**Run 1: clock distribution**

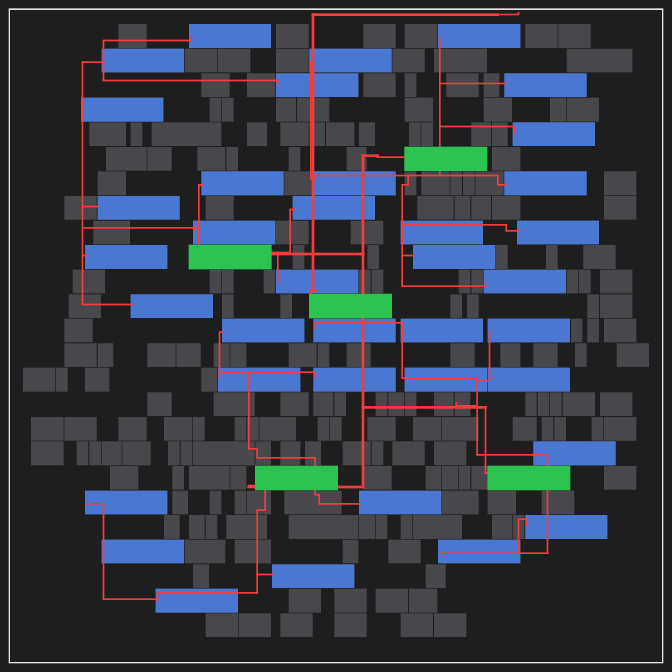
**Run 1: cells by drive strength**

Bar = 20 um.
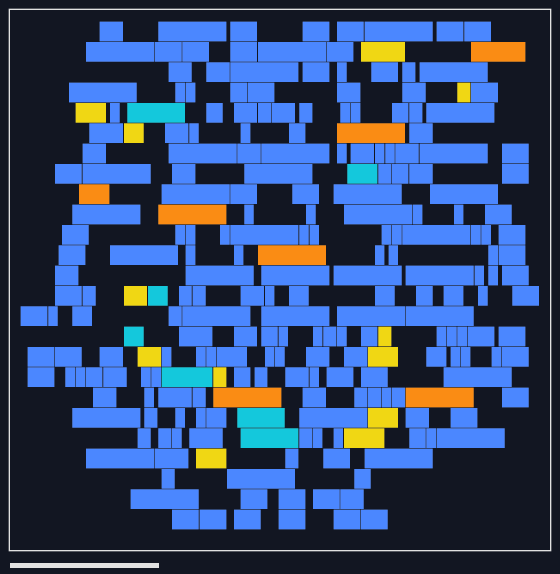
**Run 1: clock nets**

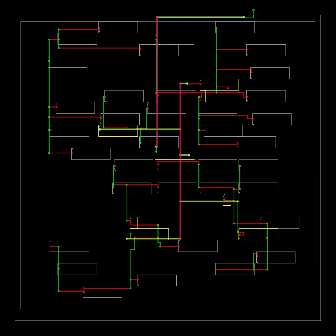
<file path="src/rtl/polar_decoder_pkg.sv">
// Shared definitions for the polar decoder: controller state encoding and
// the code-length helper used to size the stage counter.
package polar_decoder_pkg;

    typedef enum logic [1:0] {
        IDLE = 2'd0,
        RUN  = 2'd1,
        DONE = 2'd2
    } polar_state_e;

    // log2 of a power-of-two codeword length (N >= 2).
    function automatic int log2n(input int n);
        int r;
        r = 0;
        for (int k = 0; k < 31; k++) begin
            if ((1 << k) < n) r = k + 1;
        end
        return r;
    endfunction

endpackage

</file>
<file path="src/rtl/polar_decoder_if.sv">
// Frame handshake bundle for the polar decoder.
//   in_valid/in_ready   : codeword handshake (in_x codeword, in_frozen mask)
//   out_valid/out_ready : decoded-frame handshake (out_u, out_frozen_err)
//   frame_cnt           : frames delivered since reset
// slave  : the decoder side
// master : the producer/consumer side
interface polar_decoder_if #(parameter int N = 8);
    logic          in_valid;
    logic          in_ready;
    logic [N-1:0]  in_x;
    logic [N-1:0]  in_frozen;
    logic          out_valid;
    logic          out_ready;
    logic [N-1:0]  out_u;
    logic          out_frozen_err;
    logic [15:0]   frame_cnt;

    modport slave (
        input  in_valid, in_x, in_frozen, out_ready,
        output in_ready, out_valid, out_u, out_frozen_err, frame_cnt
    );

    modport master (
        output in_valid, in_x, in_frozen, out_ready,
        input  in_ready, out_valid, out_u, out_frozen_err, frame_cnt
    );
endinterface

</file>
<file path="src/rtl/polar_decoder_stage.sv">
// One butterfly stage of the polar decoder, purely combinational.
// For stage s (block size M = 2^s) every contiguous M-bit block of w_in is
// mapped as out[2i] = w[i] ^ w[i+M/2], out[2i+1] = w[i+M/2].
// Ports:
//   stage : stage index 1..LOG2N; any other value passes w_in through
//   w_in  : working vector before the stage
//   w_out : working vector after the stage
module polar_decoder_stage
    import polar_decoder_pkg::*;
#(
    parameter int N  = 8,
    parameter int SW = 3
) (
    input  logic [SW-1:0] stage,
    input  logic [N-1:0]  w_in,
    output logic [N-1:0]  w_out
);

    localparam int LOG2N = log2n(N);

    // res[t] holds the result of stage t; the index picks one.
    logic [LOG2N:1][N-1:0] res;

    for (genvar t = 1; t <= LOG2N; t++) begin : g_stage
        localparam int M = 1 << t;
        for (genvar blk = 0; blk < N / M; blk++) begin : g_blk
            for (genvar i = 0; i < M / 2; i++) begin : g_pair
                assign res[t][blk*M + 2*i]     = w_in[blk*M + i] ^ w_in[blk*M + i + M/2];
                assign res[t][blk*M + 2*i + 1] = w_in[blk*M + i + M/2];
            end
        end
    end

    always_comb begin
        w_out = w_in;
        for (int t = 1; t <= LOG2N; t++) begin
            if (stage == SW'(t)) w_out = res[t];
        end
    end

endmodule

</file>
<file path="src/rtl/polar_decoder.sv">
// Hard-decision polar decoder. Loads a codeword into a working register and
// applies one butterfly stage per cycle (smallest blocks first) until the
// register holds the message u with E_N(u) = x.
// Ports:
//   clk   : clock, rising edge
//   rst_n : asynchronous active-low reset
//   bus   : polar_decoder_if.slave (frame handshake, result, frame counter)
// Parameter N: codeword length, power of two, at least 2.
//
// state | meaning
// IDLE  | waiting for a codeword, in_ready = 1
// RUN   | applying stage s_q to the working register, one stage per cycle
// DONE  | decoded frame presented, out_valid = 1, held until out_ready
module polar_decoder
    import polar_decoder_pkg::*;
#(
    parameter int N = 8
) (
    input  logic            clk,
    input  logic            rst_n,
    polar_decoder_if.slave  bus
);

    localparam int LOG2N = log2n(N);
    // LOG2N bits always suffice to hold the value LOG2N itself.
    localparam int SW    = LOG2N;

    polar_state_e   state_q, state_d;
    logic [N-1:0]   w_q;
    logic [N-1:0]   mask_q;
    logic [N-1:0]   stage_w;
    logic [SW-1:0]  s_q;
    logic [15:0]    cnt_q;
    logic           load;
    logic           step;
    logic           deliver;

    polar_decoder_stage #(.N(N), .SW(SW)) u_stage (
        .stage (s_q),
        .w_in  (w_q),
        .w_out (stage_w)
    );

    always_ff @(posedge clk or negedge rst_n) begin
        if (!rst_n) begin
            state_q <= IDLE;
            w_q     <= '0;
            mask_q  <= '0;
            s_q     <= '0;
            cnt_q   <= '0;
        end else begin
            state_q <= state_d;
            if (load) begin
                w_q    <= bus.in_x;
                mask_q <= bus.in_frozen;
                s_q    <= SW'(1);
            end
            if (step) begin
                w_q <= stage_w;
                s_q <= s_q + SW'(1);
            end
            if (deliver) cnt_q <= cnt_q + 16'd1;
        end
    end

    always_comb begin
        state_d       = state_q;
        load          = 1'b0;
        step          = 1'b0;
        deliver       = 1'b0;
        bus.in_ready  = 1'b0;
        bus.out_valid = 1'b0;
        case (state_q)
            IDLE: begin
                bus.in_ready = 1'b1;
                if (bus.in_valid) begin
                    load    = 1'b1;
                    state_d = RUN;
                end
            end
            RUN: begin
                step = 1'b1;
                if (s_q == SW'(LOG2N)) state_d = DONE;
            end
            DONE: begin
                bus.out_valid = 1'b1;
                // Return to IDLE only; the next frame is taken a cycle later.
                if (bus.out_ready) begin
                    deliver = 1'b1;
                    state_d = IDLE;
                end
            end
            default: state_d = IDLE;
        endcase
    end

    assign bus.out_u          = w_q;
    assign bus.out_frozen_err = |(w_q & mask_q);
    assign bus.frame_cnt      = cnt_q;

endmodule

</file>
<file path="src/flat_wrapper.sv">
// flat-port wrapper written by rule: the top's interface ports become plain ports
module polar_decoder_flat import polar_decoder_pkg::*;
#(
    parameter int N = 8
)
  (clk, rst_n, bus_in_valid, bus_in_x, bus_in_frozen, bus_out_ready, bus_in_ready, bus_out_valid, bus_out_u, bus_out_frozen_err, bus_frame_cnt);
  polar_decoder_if #(.N(N)) bus_i ();
  input  logic clk;
  input  logic rst_n;
  input wire logic [$bits(bus_i.in_valid)-1:0] bus_in_valid;
  input wire logic [$bits(bus_i.in_x)-1:0] bus_in_x;
  input wire logic [$bits(bus_i.in_frozen)-1:0] bus_in_frozen;
  input wire logic [$bits(bus_i.out_ready)-1:0] bus_out_ready;
  output wire logic [$bits(bus_i.in_ready)-1:0] bus_in_ready;
  output wire logic [$bits(bus_i.out_valid)-1:0] bus_out_valid;
  output wire logic [$bits(bus_i.out_u)-1:0] bus_out_u;
  output wire logic [$bits(bus_i.out_frozen_err)-1:0] bus_out_frozen_err;
  output wire logic [$bits(bus_i.frame_cnt)-1:0] bus_frame_cnt;
  assign bus_i.in_valid = bus_in_valid;
  assign bus_i.in_x = bus_in_x;
  assign bus_i.in_frozen = bus_in_frozen;
  assign bus_i.out_ready = bus_out_ready;
  assign bus_in_ready = bus_i.in_ready;
  assign bus_out_valid = bus_i.out_valid;
  assign bus_out_u = bus_i.out_u;
  assign bus_out_frozen_err = bus_i.out_frozen_err;
  assign bus_frame_cnt = bus_i.frame_cnt;
  polar_decoder #(.N(N)) u_core (.clk(clk), .rst_n(rst_n), .bus(bus_i));
endmodule
</file>
<file path="config.mk">
export PLATFORM = sky130hd
export DESIGN_NAME = polar_decoder_flat
export DESIGN_NICKNAME = d
export VERILOG_FILES = /design/src/rtl/polar_decoder_pkg.sv /design/src/rtl/polar_decoder_if.sv /design/src/rtl/polar_decoder_stage.sv /design/src/rtl/polar_decoder.sv /design/src/flat_wrapper.sv
export SDC_FILE = /design/constraint.sdc
export NUM_CORES = 1
export LEC_CHECK = 0
export ABC_CLOCK_PERIOD_IN_PS = 2700
export CAP_MARGIN = 30
export CORE_UTILIZATION = 39
export CTS_BUF_LIST = sky130_fd_sc_hd__clkbuf_16
export DETAILED_ROUTE_END_ITERATION = 10
export GPL_TIMING_DRIVEN = 0
export PLACE_DENSITY = 0.67
export SLEW_MARGIN = 20
export SYNTH_ARGS = -nofsm -noshare
export SYNTH_HDL_FRONTEND = slang
export SYNTH_SLANG_ARGS = --single-unit
</file>
<file path="constraint.sdc">
create_clock -name clk -period 2.7 [get_ports clk]
set_input_delay 0.54 -clock clk [delete_from_list [all_inputs] [get_ports clk]]
set_output_delay 0.54 -clock clk [all_outputs]
set_load 0.01 [all_outputs]
</file>
==> flow_metrics.tcl, run 1 <==
# place-and-route summary
set metrics [dict create \
    root_buffer "clkbuf_16" \
    critical-path-max-stage-delay_ps 520 \
    rows 25 \
    synth-edff-count 0 \
    design_area_sq_um 2620 \
    slew_viol_final 0 \
    overflow 0 \
    gp_congestion 0.771 \
    synth.yosys.chip_area_sq_um 1920 \
    ys_top_cells_by_area "dfrtp_1 (48%), nand2_1 (7.4%), xnor2_1 (5.5%)" \
    total_die_area_sq_um 5220 \
    dominantRegCellSynth "dfrtp_1" \
    synth.yosys.num_cells 188 \
    ctsHtreeMaxLevel 2 \
    yosysTopAreaCell "dfrtp_1" \
    r2r_start "u_core.s_q[0]" \
    final.setup.tns_ps 0 \
    post_synthesis_cell_type_count 45 \
    postRouteWirelength_mm 4.11 \
    finalCriticalPeriod_ps 2160 \
    timing.final.hold_violations 0 \
    yosysTopAreaCellShare_pct 48.1 \
    via_count 1535 \
    post-cts-setup-buffer-count 0 \
    layout.nets 267 \
    tritoncts "built" \
    drt-wirelength-per-cell_um 13.3 \
    status "finished, final reports clean" \
    p_leak_nw 1.18 \
    crit_required_ps 2160 \
    hold_buffers 0 \
    first_global_vias 1416 \
    grt_util_met3_pct 5.42 \
    crit_path_end_kind "output port" \
    synth_nets 213 \
    clock_path_buffers 2 \
    synthArstFlopShare_pct 100 \
    worst-r2r-cell-count 7 \
    timing.final.setup_violations 0 \
    cpLargestDelayFamily "buffers and inverters" \
    hpwlAfterDp_mm 3.02 \
    ys.flops 37 \
    grt_pass1_wl_mm 6.80 \
    syn_avg_cell_area_sq_um 10.2 \
    yosys_warnings 0 \
]
## Picture notes: 'clock distribution'
- green: clock drivers (count 5)
- red: clock wires (length 548 um)
- blue: flip-flops (count 37)
- routed clock nets: 6

## Picture notes: 'cells by drive strength'
- yellow: _2 cells (cells 12)
- orange: _6 and larger (cells 7)
- cyan: _3 and _4 cells (cells 7)
- blue: _0 and _1 cells (cells 217)
total of plain and repair buffers excluding clock buffers: 54
relative area change from synthesis to final layout: 36.3%

## Picture notes: 'clock nets'
number of sinks driven by the clock tree: 37
number of flip-flops and latches: 37
Num CTS Buffers: 5
worst clock skew: 3.48 ps

run 1: per-layer routing:
layer  share of wire (%)  vias to the layer above
li1                    -                      764
met1                  50                      731
met2                  44                       33
met3                 4.3                        7
met4                 1.6                        0
met5                   0                        -
run 1: cell usage in the layout, fill, tap and decap left out, types with 2 or more instances in the layout:
cell	n
clkdlybuf4s50_1	45
nand2_1	38
dfrtp_1	37
xnor2_1	12
nor2_1	11
nand3_1	11
inv_1	8
o21ai_0	7
xor2_1	6
ha_1	5
clkbuf_16	5
a22oi_1	4
nand4_1	4
clkbuf_1	4
mux2_2	3
o22ai_1	3
buf_4	2
a32oi_1	2
a21oi_1	2
mux2i_1	2
nand2b_1	2
clkinv_2	2
run 1: layout make-up:
class                      instances  area (sq um)
clock inverter                     3          13.8
buffer                             7          41.3
timing repair buffer              47           475
tap                               67          83.8
inverter                           7          26.3
fill                             420          2100
sequential                        37           926
clock buffer                       5           125
multi-input combinational        137           931
run 1: state kept, by name, summed over array words and instances (netlist names):
register              flops
u_core.s_q                3
u_core.bus.frame_cnt     16
u_core.bus.out_u          8
u_core.mask_q             8
u_core.state_q            2
run 1: cells by family after synthesis:
logic type,share of synthesized area [%]
simple gates,21.9
flops,48.1
compound gates,11.4
xor+xnor,9.04
buf+inv,3.51
mux,2.80
fa+ha+maj,3.25
run 1: metrics by stage:
step | hold slack (ps) | power, mW
detailed placement | 448 | 2.22
CTS | 147 | 2.78
global route | 156 | 2.99
floorplan | 244 | 1.76
finish | 138 | 2.76
global placement | 460 | 2.20
run 1: where the power goes:
group          internal, mW  leakage, nW  switching, mW
clock                 0.335       0.0748          0.223
combinational         0.649        0.645          0.597
sequential            0.734        0.465          0.223
**Run 1: cell classes on the final placement**

Bar = 20 um.
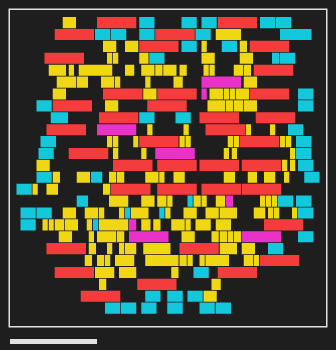

==> run 2: changes to the inputs <==
--- a/config.mk
+++ b/config.mk
@@ -5,13 +5,13 @@
 export SDC_FILE = /design/constraint.sdc
 export NUM_CORES = 1
 export LEC_CHECK = 0
-export ABC_CLOCK_PERIOD_IN_PS = 2700
+export ABC_CLOCK_PERIOD_IN_PS = 1780
 export CAP_MARGIN = 30
 export CORE_UTILIZATION = 39
 export CTS_BUF_LIST = sky130_fd_sc_hd__clkbuf_16
 export DETAILED_ROUTE_END_ITERATION = 10
 export GPL_TIMING_DRIVEN = 0
-export PLACE_DENSITY = 0.67
+export PLACE_DENSITY = 0.7
 export SLEW_MARGIN = 20
 export SYNTH_ARGS = -nofsm -noshare
 export SYNTH_HDL_FRONTEND = slang
==> constraint.sdc (replaced) <==
create_clock -name clk -period 1.78 [get_ports clk]
set_input_delay 0.356 -clock clk [delete_from_list [all_inputs] [get_ports clk]]
set_output_delay 0.356 -clock clk [all_outputs]
set_load 0.01 [all_outputs]
**Run 2: cell classes on the final placement**

Bar = 20 um.
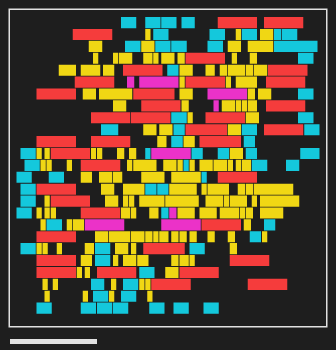
- yellow: combinational and other logic (cells 144; share of their area 38%)
- cyan: other buffers and delay cells (cells 63; share of their area 22%)
- magenta: clock drivers and dummy loads (cells 8; share of their area 5.2%)
- red: flops (cells 37; share of their area 35%)

==> run 2 against run 1 <==
The run now ends with hold timing left. First-iteration DRC count is 64% lower. Register-to-register slack worse by 650 ps. Utilization is 3.2 points higher. Global-route usage is 1.1 points higher. Combinational power is 81% higher. Cell count is 2.9% higher. Power is 64% higher. Area after synthesis stayed put. Critical endpoint is now u_core.bus.out_u[4]. Largest power group unchanged.
==> flow_metrics.tcl, run 2 <==
# place-and-route summary
set metrics [dict create \
    largest_reg_flops 16 \
    via_count 1585 \
    synthArstFlopShare_pct 100 \
    dominantRegCellSynth "dfrtp_1" \
    final.setup_skew_ps 5.44 \
    ys_top_cells_by_area "dfrtp_1 (48%), nand2_1 (7.4%), xnor2_1 (5.5%)" \
    crit_required_ps 1970 \
    first_global_vias 1519 \
    report.power.total_mw 4.52 \
    final.setup.tns_ps 0 \
    timing.final.setup_violations 0 \
    total_die_area_sq_um 5220 \
    synth_nets 213 \
    rows 25 \
    yosys_warnings 0 \
    root_buffer "clkbuf_16" \
    gp_congestion 0.806 \
    grt_pass1_wl_mm 7.33 \
    layout.nets 276 \
    p_leak_nw 1.27 \
    layout_top_cell "clkdlybuf4s50_1" \
    postRouteWirelength_mm 4.35 \
    hold_buffers 0 \
    tritoncts "built" \
    clock_path_buffers 2 \
    fin_worst_hold_slack_ps -0.936 \
    synth.yosys.num_cells 188 \
    ctsHtreeMaxLevel 2 \
    post_synthesis_cell_type_count 45 \
    design_area_sq_um 2770 \
    worst-r2r-cell-count 7 \
    synth-edff-count 0 \
    violations_in_the_final_reports "hold timing" \
    crit_path_end_kind "flop" \
    mostFrequentLayoutCells "clkdlybuf4s50_1 (41), nand2_1 (38), dfrtp_1 (33)" \
    ys.flops 37 \
    grt_util_met3_pct 3.89 \
    status "complete, but fails checks" \
    synth.yosys.chip_area_sq_um 1920 \
    slew_viol_final 0 \
    timing.final.hold_violations 6 \
    syn_avg_cell_area_sq_um 10.2 \
    yosysTopAreaCellShare_pct 48.1 \
    clock_sink_count 37 \
    overflow 0 \
    yosysTopAreaCell "dfrtp_1" \
    tritoncts.num_buffers 5 \
]
## run 2: cell counts after synthesis
Identical to the previous run, type by type.
## run 2: repair_timing
item	4_1_cts	5_1_grt
setup endpoints to repair	6	6
resized	12	12
setup buffers	9	0
pin swaps	1	1
## run 2: kinds of logic after synthesis
family / share of synthesized area, %
AND-OR/OR-AND: 11.4
XOR/XNOR: 9.04
adder cells (fa/ha/maj): 3.25
buffers and inverters: 3.51
flip-flops: 48.1
multiplexers: 2.80
AND/OR/NAND/NOR: 21.9
## run 2: layout make-up
type                            count  area [sq um]
Buffer                              7          42.5
Clock buffer                        5           125
Clock inverter                      3          13.8
Fill cell                         402          1950
Inverter                            7          26.3
Multi-Input combinational cell    137          1000
Sequential cell                    37           931
Tap cell                           67          83.8
Timing Repair Buffer               56           549
## run 2: report_power, final
part	internal (mW)	total [mW]	switching (mW)
Combinational	1.19	2.26	1.07
Sequential	1.12	1.43	0.310
Clock	0.508	0.835	0.327
Total	2.82	4.52	1.71
## run 2: worst max-delay path, cell delays in order (launching register included)
cell      delay (ps)
dfrtp_1          400
ha_2             200
ha_4             180
nor3b_4          200
a22o_4           160
nor2_2            30
mux2_4           260
a221oi_2         240
## run 2: routing by layer
metal  up-vias  wire [um]
met3         5        190
met2        42       2100
met1       761       2010
met4         0         45
met5         -          0
li1        777          -
## run 2: worst min-delay path by stage
stage	start	end
after global placement	u_core.mask_q[7]	u_core.mask_q[7]
after global routing	rst_n	u_core.mask_q[1]
after floorplan	rst_n	u_core.bus.frame_cnt[0]
final	rst_n	u_core.bus.frame_cnt[15]
after CTS	rst_n	u_core.bus.frame_cnt[15]
after detailed placement	rst_n	u_core.bus.frame_cnt[15]
==> run 3: changes to the inputs <==
--- a/config.mk
+++ b/config.mk
@@ -6,7 +6,7 @@
 export NUM_CORES = 1
 export LEC_CHECK = 0
 export ABC_CLOCK_PERIOD_IN_PS = 1780
-export CAP_MARGIN = 30
+export CAP_MARGIN = 20
 export CORE_UTILIZATION = 39
 export CTS_BUF_LIST = sky130_fd_sc_hd__clkbuf_16
 export DETAILED_ROUTE_END_ITERATION = 10
**Run 3: cells by drive strength**

Bar = 20 um.
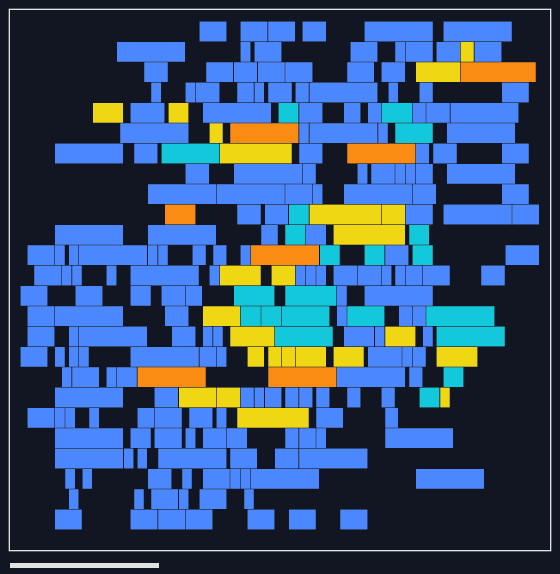
- blue: _0 and _1 cells (cells 200)
- orange: _6 and larger (cells 7)
- yellow: _2 cells (cells 24)
- cyan: _3 and _4 cells (cells 21)
final instance area: 2770 sq um
relative area change from synthesis to final layout: 44.1%
total of plain and repair buffers excluding clock buffers: 63
Worst Setup Slack, final: 15.6 ps

==> run 3 against run 2 <==
Fmax unchanged. Synthesized cell count unchanged. The flow still finishes with violations (hold timing). Cell count unchanged. Routed wire length unchanged. Utilization unchanged. Die area unchanged. Design area unchanged. Area after synthesis unchanged. Critical path depth unchanged. Global-route usage unchanged. Clock skew unchanged. Register-to-register slack about the same.
==> flow_metrics.tcl, run 3 <==
# place-and-route summary
set metrics [dict create \
    hold_buffers 0 \
    fin_worst_hold_slack_ps -0.936 \
    root_buffer "clkbuf_16" \
    filler_cell_count 402 \
    timing.final.hold_violations 6 \
    p_seq_share_pct 31.7 \
    post_synthesis_cell_type_count 45 \
    post-cts-setup-buffer-count 9 \
    ctsHtreeMaxLevel 2 \
    clock_power_share_pct 18.5 \
    gp_congestion 0.806 \
    violations_in_the_final_reports "hold timing" \
    largest_reg_flops 16 \
    grt_pass1_wl_mm 7.33 \
    clock_sink_count 37 \
    tritoncts "built" \
    tritoncts.num_buffers 5 \
    synth.yosys.num_cells 188 \
    mostFrequentLayoutCells "clkdlybuf4s50_1 (41), nand2_1 (38), dfrtp_1 (33)" \
    net_load_switching_power_mw 1.71 \
    report.power.total_mw 4.52 \
    rows 25 \
    worst_path_cell_with_the_longest_stage_delay "dfrtp_1" \
    overflow 0 \
    ys_top_cells_by_area "dfrtp_1 (48%), nand2_1 (7.4%), xnor2_1 (5.5%)" \
    crit_required_ps 1970 \
    worst-path-buf-inv 0 \
    status "complete, but fails checks" \
]
==> run 3: cell counts after synthesis <==
Identical to the previous run, type by type.
==> run 3: stage by stage <==
stage          area (sq um)  setup TNS [ps]
3_5_place_dp           2510           -3090
5_1_grt                2770            -133
6_report               2770               0
4_1_cts                2740               0
2_1_floorplan          1950           -18.7
3_3_place_gp           2490          -22220
==> run 3: cells by family after synthesis <==
kind of cell	share of synthesized area [%]
flops	48.1
mux	2.80
fa+ha+maj	3.25
compound gates	11.4
xor+xnor	9.04
simple gates	21.9
buf+inv	3.51
==> run 3: power by group through the flow <==
stage | logic [mW] | clock network (mW) | registers (mW)
finish | 2.26 | 0.835 | 1.43
global route | 2.48 | 0.893 | 1.48
CTS | 2.18 | 0.849 | 1.42
detailed placement | 1.97 | 0 | 1.47
global placement | 1.92 | 0 | 1.46
floorplan | 1.28 | 0 | 1.44
==> run 3: final cells by class <==
cell class | count | area [sq um] | share of cell area, %
multi-input combinational | 137 | 1000 | 36.1
sequential | 37 | 931 | 33.6
timing repair buffer | 56 | 549 | 19.8
clock buffer | 5 | 125 | 4.51
tap | 67 | 83.8 | 3.02
buffer | 7 | 42.5 | 1.53
inverter | 7 | 26.3 | 0.947
clock inverter | 3 | 13.8 | 0.496
==> run 3: worst min-delay path by stage <==
stage | to | slack, ps | depth (start not counted)
floorplan | u_core.bus.frame_cnt[0] | 60 | 0
global placement | u_core.mask_q[7] | 460 | 2
detailed placement | u_core.bus.frame_cnt[15] | 300 | 1
CTS | u_core.bus.frame_cnt[15] | 7 | 1
global route | u_core.mask_q[1] | 20 | 1
finish | u_core.bus.frame_cnt[15] | -0.9 | 1
Power figures rest on the tool's default switching activity, not on a simulated workload.
